### Metal 1

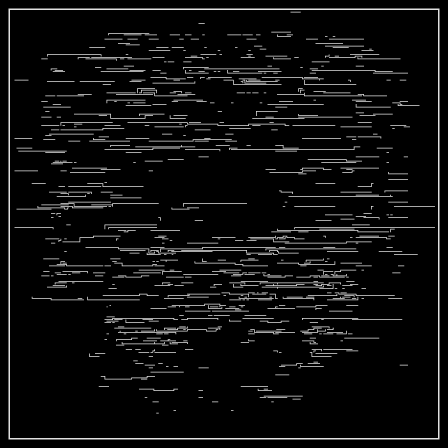
### Met2 routing

Bar = 20 um. Cells faint in the background.
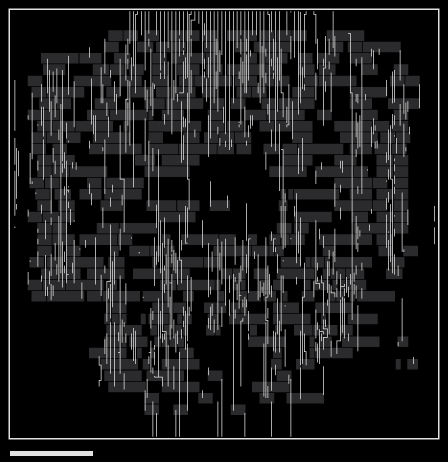
### Metal 3

Bar = 20 um.
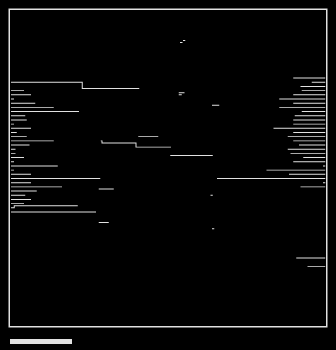
### The metal 4 layer

Cells faint in the background.
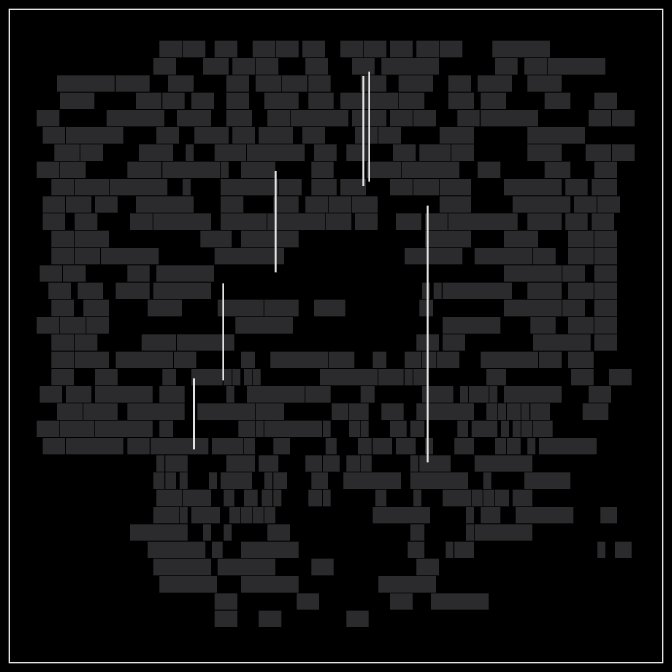
$ cat config.mk
export PLATFORM = sky130hd
export DESIGN_NAME = sdram_cmd_arbiter
export DESIGN_NICKNAME = d
export VERILOG_FILES = /design/src/rtl/sdram_cmd_arbiter.sv
export SDC_FILE = /design/constraint.sdc
export NUM_CORES = 1
export LEC_CHECK = 0
export CAP_MARGIN = 20
export CELL_PAD_IN_SITES_DETAIL_PLACEMENT = 0
export CELL_PAD_IN_SITES_GLOBAL_PLACEMENT = 1
export CORE_MARGIN = 4
export CORE_UTILIZATION = 35
export DETAILED_ROUTE_END_ITERATION = 6
export GPL_TIMING_DRIVEN = 0
export PLACE_DENSITY = 0.91
export SLEW_MARGIN = 20
export SYNTH_ARGS = -nofsm -noshare
export SYNTH_HDL_FRONTEND = slang
export SYNTH_SLANG_ARGS = --single-unit
$ cat constraint.sdc
create_clock -name CLK -period 4.75 [get_ports CLK]
set_input_delay 0.475 -clock CLK [delete_from_list [all_inputs] [get_ports CLK]]
set_output_delay 0.475 -clock CLK [all_outputs]
set_load 0.01 [all_outputs]
$ cat src/rtl/sdram_cmd_arbiter.sv
// rtl/sdram_cmd_arbiter.sv - two-client round-robin command arbiter with refresh scheduling for an SDRAM controller
module sdram_cmd_arbiter #(
    parameter int ADDR_W       = 32,
    parameter int BURST_LEN    = 8,
    parameter int REF_INTERVAL = 780
) (
    input  logic              CLK,
    input  logic              RESET_N,
    input  logic              REQ0,
    input  logic              RW0,
    input  logic [ADDR_W-1:0] ADDR0,
    output logic              GNT0,
    output logic              DONE0,
    input  logic              REQ1,
    input  logic              RW1,
    input  logic [ADDR_W-1:0] ADDR1,
    output logic              GNT1,
    output logic              DONE1,
    output logic [2:0]        CMD,
    output logic [ADDR_W-1:0] ADDR,
    input  logic              CMDACK,
    input  logic              DVALID,
    output logic              W_DATAEND,
    output logic              OWNER,
    output logic              BUSY,
    output logic              REF_MISS
);

    localparam logic [2:0] S_IDLE   = 3'd0;
    localparam logic [2:0] S_ISSUE  = 3'd1;
    localparam logic [2:0] S_RD     = 3'd2;
    localparam logic [2:0] S_WR     = 3'd3;
    localparam logic [2:0] S_REF    = 3'd4;

    localparam logic [2:0] CMD_NOP  = 3'b000;
    localparam logic [2:0] CMD_RD   = 3'b001;
    localparam logic [2:0] CMD_WR   = 3'b010;
    localparam logic [2:0] CMD_REF  = 3'b011;

    localparam int BW = $clog2(BURST_LEN);
    localparam int TW = $clog2(REF_INTERVAL);
    localparam logic [BW-1:0] BEAT_LAST = BW'(BURST_LEN - 1);
    localparam logic [BW-1:0] BEAT_PEN  = BW'(BURST_LEN - 2);
    localparam logic [TW-1:0] REF_LAST  = TW'(REF_INTERVAL - 1);

    logic [2:0]        state_q, state_d;
    logic [2:0]        cmd_q, cmd_d;
    logic [ADDR_W-1:0] addr_q, addr_d;
    logic [1:0]        gnt_q, gnt_d;
    logic [1:0]        done_q, done_d;
    logic              wde_q, wde_d;
    logic              owner_q, owner_d;
    logic              busy_q, busy_d;
    logic              miss_q, miss_d;
    logic              rr_q, rr_d;
    logic              sel_q, sel_d;
    logic              rw_q, rw_d;
    logic [BW-1:0]     beat_q, beat_d;
    logic [TW-1:0]     tmr_q, tmr_d;
    logic              pend_q, pend_d;

    logic              ref_wrap;
    logic              ref_clr;
    logic              pick;
    logic              pick_rw;
    logic [ADDR_W-1:0] pick_addr;

    assign ref_wrap  = (tmr_q == REF_LAST);
    // rr_q names the requester that wins when both are asking
    assign pick      = (REQ0 && REQ1) ? rr_q : REQ1;
    assign pick_rw   = pick ? RW1 : RW0;
    assign pick_addr = pick ? ADDR1 : ADDR0;

    always_comb begin
        state_d = state_q;
        cmd_d   = cmd_q;
        addr_d  = addr_q;
        gnt_d   = 2'b00;
        done_d  = 2'b00;
        wde_d   = 1'b0;
        owner_d = owner_q;
        rr_d    = rr_q;
        sel_d   = sel_q;
        rw_d    = rw_q;
        beat_d  = beat_q;
        ref_clr = 1'b0;
        case (state_q)
            S_IDLE: begin
                if (pend_q || ref_wrap) begin
                    state_d = S_REF;
                    cmd_d   = CMD_REF;
                end else if (REQ0 || REQ1) begin
                    state_d = S_ISSUE;
                    sel_d   = pick;
                    rw_d    = pick_rw;
                    addr_d  = pick_addr;
                    cmd_d   = pick_rw ? CMD_WR : CMD_RD;
                end
            end
            S_ISSUE: begin
                if (CMDACK) begin
                    cmd_d   = CMD_NOP;
                    gnt_d   = sel_q ? 2'b10 : 2'b01;
                    owner_d = sel_q;
                    rr_d    = ~sel_q;
                    beat_d  = '0;
                    state_d = rw_q ? S_WR : S_RD;
                end
            end
            S_RD: begin
                if (DVALID) begin
                    if (beat_q == BEAT_LAST) begin
                        done_d  = sel_q ? 2'b10 : 2'b01;
                        beat_d  = '0;
                        state_d = S_IDLE;
                    end else begin
                        beat_d = beat_q + 1'b1;
                    end
                end
            end
            S_WR: begin
                // beat_q is the write cycle number minus one
                if (beat_q == BEAT_LAST) begin
                    done_d  = sel_q ? 2'b10 : 2'b01;
                    beat_d  = '0;
                    state_d = S_IDLE;
                end else begin
                    beat_d = beat_q + 1'b1;
                    wde_d  = (beat_q == BEAT_PEN);
                end
            end
            S_REF: begin
                if (CMDACK) begin
                    cmd_d   = CMD_NOP;
                    ref_clr = 1'b1;
                    state_d = S_IDLE;
                end
            end
            default: begin
                state_d = S_IDLE;
                cmd_d   = CMD_NOP;
            end
        endcase
    end

    assign tmr_d  = ref_wrap ? '0 : tmr_q + 1'b1;
    assign pend_d = ref_wrap || (pend_q && !ref_clr);
    assign miss_d = miss_q || (ref_wrap && pend_q);
    assign busy_d = (state_d != S_IDLE);

    always_ff @(posedge CLK or negedge RESET_N) begin
        if (!RESET_N) begin
            state_q <= S_IDLE;
            cmd_q   <= CMD_NOP;
            addr_q  <= '0;
            gnt_q   <= 2'b00;
            done_q  <= 2'b00;
            wde_q   <= 1'b0;
            owner_q <= 1'b0;
            busy_q  <= 1'b0;
            miss_q  <= 1'b0;
            rr_q    <= 1'b0;
            sel_q   <= 1'b0;
            rw_q    <= 1'b0;
            beat_q  <= '0;
            tmr_q   <= '0;
            pend_q  <= 1'b0;
        end else begin
            state_q <= state_d;
            cmd_q   <= cmd_d;
            addr_q  <= addr_d;
            gnt_q   <= gnt_d;
            done_q  <= done_d;
            wde_q   <= wde_d;
            owner_q <= owner_d;
            busy_q  <= busy_d;
            miss_q  <= miss_d;
            rr_q    <= rr_d;
            sel_q   <= sel_d;
            rw_q    <= rw_d;
            beat_q  <= beat_d;
            tmr_q   <= tmr_d;
            pend_q  <= pend_d;
        end
    end

    assign CMD       = cmd_q;
    assign ADDR      = addr_q;
    assign GNT0      = gnt_q[0];
    assign GNT1      = gnt_q[1];
    assign DONE0     = done_q[0];
    assign DONE1     = done_q[1];
    assign W_DATAEND = wde_q;
    assign OWNER     = owner_q;
    assign BUSY      = busy_q;
    assign REF_MISS  = miss_q;

endmodule
==> impl_results.html <==
<h2>Synthesis and place &amp; route</h2>
<table>
<tr><th>Metric</th><th>Value</th></tr>
<tr><th colspan="2">Run status</th></tr>
<tr><td>Result of the run</td><td>completed</td></tr>
<tr><th colspan="2">Logic synthesis</th></tr>
<tr><td>Yosys top cell by instances</td><td>dfrtp_1</td></tr>
<tr><td>Post-synth EDFFs</td><td>0</td></tr>
<tr><td>Post-synthesis net count</td><td>between 300 and 400</td></tr>
<tr><td>Leading post-synthesis cells by instance count</td><td>dfrtp_1 (62), mux2_2 (41), mux2_4 (28)</td></tr>
<tr><td>Mean cell area of the mapped netlist</td><td>13.1 um2</td></tr>
<tr><td>Post-Synth Simple-Gate Area</td><td>between 10 and 15%</td></tr>
<tr><td>Cell type with the largest total area</td><td>dfrtp_1</td></tr>
<tr><td>Arithmetic-cell share of the synthesized area counting full adders, half adders and majority gates</td><td>between 1.5 and 2%</td></tr>
<tr><td>Yosys reg bits</td><td>just over 60</td></tr>
<tr><td>Post-synthesis async set-or-reset flop share</td><td>100%</td></tr>
<tr><td>Compound-cell area share of the yosys netlist</td><td>3.95%</td></tr>
<tr><td>Number of cells produced by synthesis</td><td>240</td></tr>
<tr><td>Chip area in the Yosys report</td><td>about 0.0031 mm2</td></tr>
<tr><td>Synthesis Warnings</td><td>0</td></tr>
<tr><td>Fraction of the yosys area taken by sequential cells</td><td>49.4%</td></tr>
<tr><td>Post-synthesis xor/xnor area fraction</td><td>2.23%</td></tr>
<tr><td>Netlist area before placement</td><td>~0.0031 mm2</td></tr>
<tr><td>Cell area leaders</td><td>dfrtp_1 (49%), mux2_2 (15%), mux2_4 (13%)</td></tr>
<tr><td>Main flop type</td><td>dfrtp_1</td></tr>
<tr><td>Post-synth cell types</td><td>42</td></tr>
<tr><td>Yosys top cell area share</td><td>between 40% and 50%</td></tr>
<tr><td>Cell count in the Yosys report</td><td>approximately 240</td></tr>
<tr><td>Synth logic family</td><td>multiplexers</td></tr>
<tr><td>MUX share of area</td><td>between 20% and 30%</td></tr>
<tr><th colspan="2">Clocking</th></tr>
<tr><td>Post-cts gate resize count</td><td>0</td></tr>
<tr><td>Post-CTS setup buffers</td><td>0</td></tr>
<tr><td>Clock buffer count from CTS</td><td>9</td></tr>
<tr><td>TritonCTS clock tree</td><td>built</td></tr>
<tr><td>Clock H-tree levels</td><td>3</td></tr>
<tr><td>Number of buffers added to fix hold violations after cts</td><td>0</td></tr>
<tr><td>Clock transition at path regs</td><td>~0.070 ns</td></tr>
<tr><td>Number of sinks handled by clock tree synthesis</td><td>slightly above 60</td></tr>
<tr><td>Clock insertion delay at the later pin of the skew report</td><td>around 0.33 ns</td></tr>
<tr><td>Max Buffers Root-to-Sink</td><td>2</td></tr>
<tr><td>Clock root cell</td><td>clkbuf_8</td></tr>
<tr><th colspan="2">Global route</th></tr>
<tr><td>Number of antenna violations at the first check in global routing</td><td>0</td></tr>
<tr><td>Wire length of the first global-routing pass</td><td>11400 um</td></tr>
<tr><td>Via count of the first global-routing pass</td><td>2415</td></tr>
<tr><td>Gr usage total</td><td>between 10% and 20%</td></tr>
<tr><td>Pin count of the biggest net entering global routing</td><td>38</td></tr>
<tr><td>Total congestion overflow</td><td>0</td></tr>
<tr><th colspan="2">Placed design</th></tr>
<tr><td>Total half-perimeter wirelength after legalization and detailed placement</td><td>~5600 um</td></tr>
<tr><td>Post-Place Cell Area</td><td>approximately 0.0044 mm2</td></tr>
<tr><td>Cell count after placement</td><td>462</td></tr>
<tr><td>Weighted congestion at the end of routability-driven global placement</td><td>between 0.7 and 0.8</td></tr>
<tr><td>Port buffer count</td><td>between 100 and 150</td></tr>
<tr><td>Pre-CTS WS</td><td>2.04 ns</td></tr>
<tr><th colspan="2">Floorplan</th></tr>
<tr><td>Chip area</td><td>0.0105 mm2</td></tr>
<tr><td>Die height</td><td>103 um</td></tr>
<tr><td>Core area</td><td>around 0.0087 mm2</td></tr>
<tr><td>I/O pins</td><td>~120</td></tr>
<tr><td>Floorplan row count</td><td>34</td></tr>
<tr><td>Overall die width</td><td>just over 100 um</td></tr>
<tr><td>Initial Utilization</td><td>between 30% and 40%</td></tr>
<tr><th colspan="2">Final timing</th></tr>
<tr><td>Unrepaired setup endpoints after global routing</td><td>no</td></tr>
<tr><td>Worst-case clock skew</td><td>between 0.01 and 0.015 ns</td></tr>
<tr><td>Max frequency</td><td>between 400 and 500 MHz</td></tr>
<tr><td>Final sum of negative setup slack</td><td>0 ns</td></tr>
<tr><td>Period utilization</td><td>49.5%</td></tr>
<tr><td>WHS</td><td>between 0.05 and 0.06 ns</td></tr>
<tr><td>Actual transition at the worst max-transition pin</td><td>a little over 0.6 ns</td></tr>
<tr><td>Clock period minus worst slack</td><td>roughly 2.4 ns</td></tr>
<tr><td>Worst setup slack after layout</td><td>between 2 and 2.5 ns</td></tr>
<tr><td>Final Max-Slew Violation Tally</td><td>0</td></tr>
<tr><td>Endpoints failing hold</td><td>0</td></tr>
<tr><td>Final setup fails</td><td>0</td></tr>
<tr><td>Rel. slew slack</td><td>between 50% and 60%</td></tr>
<tr><th colspan="2">Setup path</th></tr>
<tr><td>Cell depth of the worst setup path</td><td>7</td></tr>
<tr><td>Cell repeated most along the worst path</td><td>clkbuf_1</td></tr>
<tr><td>Worst Reg-to-Reg Cells</td><td>6</td></tr>
<tr><td>Maximum fanout encountered on the critical timing path</td><td>10</td></tr>
<tr><td>CP Data Required Time</td><td>a little under 5 ns</td></tr>
<tr><td>Worst path arrival time</td><td>2.56 ns</td></tr>
<tr><td>Type of element capturing the critical path</td><td>register</td></tr>
<tr><td>Critical Path Max Stage Delay</td><td>roughly 0.48 ns</td></tr>
<tr><td>Worst setup path startpoint</td><td>REQ0</td></tr>
<tr><td>Critical-path cell list</td><td>clkdlybuf4s50_1 &gt; nand2b_1 &gt; and2_1 &gt; clkbuf_1 &gt; clkbuf_1 &gt; mux2_2 &gt; mux2_4</td></tr>
<tr><td>Critical path endpoint</td><td>ADDR[26]</td></tr>
<tr><td>Critical register-to-register path startpoint</td><td>rr_q</td></tr>
<tr><td>Worst setup slack for register-to-register paths</td><td>between 2 and 3 ns</td></tr>
<tr><td>Type of the setup path with the least slack</td><td>primary input to register</td></tr>
<tr><td>Sort of element at the start of the critical path</td><td>primary input</td></tr>
<tr><td>Critical-path top delay cell</td><td>clkbuf_1</td></tr>
<tr><td>Crit path max-delay family</td><td>buffers and inverters</td></tr>
<tr><td>Worst flop-to-flop path endpoint</td><td>ADDR[26]</td></tr>
<tr><td>Count of buffer and inverter cells on the critical path</td><td>3</td></tr>
<tr><th colspan="2">Route</th></tr>
<tr><td>Number of vias per cell after detailed routing</td><td>4.73</td></tr>
<tr><td>Tally of nets with antenna violations remaining after routing</td><td>0</td></tr>
<tr><td>Residual DRC count</td><td>0</td></tr>
<tr><td>Number of design-rule violations left by the first detailed-router iteration</td><td>32</td></tr>
<tr><td>Routed wirelength normalized by instance count</td><td>15.1 um</td></tr>
<tr><td>Router iterations before antenna repair</td><td>4</td></tr>
<tr><th colspan="2">Power</th></tr>
<tr><td>Sw Ratio</td><td>between 20% and 30%</td></tr>
<tr><td>Sequential Power Share</td><td>32.5%</td></tr>
<tr><td>Seq. pwr</td><td>~840 uW</td></tr>
<tr><td>Sw power</td><td>733 uW</td></tr>
<tr><td>VDD IR-drop max</td><td>between 0.0002 and 0.0003 V</td></tr>
<tr><td>Clk network pwr share</td><td>about 22%</td></tr>
<tr><td>Clock group power</td><td>575 uW</td></tr>
<tr><td>Total power density per cell area</td><td>around 550 mW/mm2</td></tr>
<tr><td>Combinational-cell power consumption</td><td>~1.2 mW</td></tr>
<tr><td>Comb power frac</td><td>between 40% and 50%</td></tr>
<tr><td>Cell internal power dissipation</td><td>approximately 1.8 mW</td></tr>
<tr><td>Top power consumer group</td><td>combinational logic</td></tr>
<tr><td>Total leakage power</td><td>just over 2 nW</td></tr>
<tr><td>Final Power</td><td>roughly 2.6 mW</td></tr>
<tr><th colspan="2">Cells and area</th></tr>
<tr><td>Fin area</td><td>0.00467 mm2</td></tr>
<tr><td>Most common logic cell in the routed design</td><td>clkdlybuf4s50_1</td></tr>
<tr><td>Fillcell total</td><td>763</td></tr>
<tr><td>Fin cells</td><td>around 480</td></tr>
<tr><td>Total area of sequential cells</td><td>around 0.0016 mm2</td></tr>
<tr><td>Nets@finish</td><td>between 400 and 500</td></tr>
<tr><td>Combinational gate area</td><td>0.00145 mm2</td></tr>
<tr><td>Most frequent cells in the layout</td><td>clkdlybuf4s50_1 (112), dfrtp_1 (62), mux2_2 (41), mux2_4 (28), nor2_1 (13)</td></tr>
<tr><td>Fraction of final layout cells sized beyond drive strength 1</td><td>roughly a quarter</td></tr>
<tr><td>Number of diodes</td><td>0</td></tr>
<tr><td>Area added between synthesis and finish</td><td>48.8%</td></tr>
<tr><td>Final cell utilization of the core</td><td>a little over half</td></tr>
<tr><th colspan="2">Hold path</th></tr>
<tr><td>Worst min-delay path category</td><td>primary input to async pin</td></tr>
<tr><th colspan="2">Flow run</th></tr>
<tr><td>Maximum capacitance violations</td><td>0</td></tr>
<tr><td>Count of warning messages emitted by the tools</td><td>27</td></tr>
</table>
-- 'Metal 1' (at the start) --
longest straight run: 33.6 um
nets with wire on the layer: 374
share of all routed wire: 40%
Routed WL: 7230 um
met1 Track Usage GR: 16.7%
routed vias: 2263

-- 'Met2 routing' (at the start) --
share of all routed wire: 49%
nets with wire on the layer: 395

-- 'Metal 3' (at the start) --
nets with wire on the layer: 63
main direction: horizontal
share of all routed wire: 9.0%
longest straight run: 34.9 um
wire length on this layer: 649 um
fraction of met3 tracks used by global routing: 4.26%

-- 'The metal 4 layer' (at the start) --
main direction: vertical
share of all routed wire: 1.6%

-- routing by layer --
metal  track usage (%)  wire, um  vias up
li1                  -         -     1096
met1              16.7      2920     1081
met2              23.3      3540       72
met3              4.26       649       14
met4              5.75       115        0
met5                 0         0        -
-- sequential cells by signal, summed over array words and instances, names as in the netlist --
register and count:
ADDR 32, done_q 2, tmr_q 10, state_q 3, pend_q 1, sel_q 1, gnt_q 2, beat_q 3
rr_q 1, REF_MISS 1, rw_q 1, OWNER 1, W_DATAEND 1, BUSY 1, CMD 2
-- layout make-up --
cell class / count / area share, %
Tap cell: 108 / 2.89
Inverter: 6 / 0.482
Clock inverter: 3 / 1.93
Sequential cell: 62 / 33.2
Buffer: 12 / 2.41
Multi-Input combinational cell: 160 / 31.1
Timing Repair Buffer: 114 / 24.6
Clock buffer: 13 / 3.40
Power and IR drop assume default switching activity.
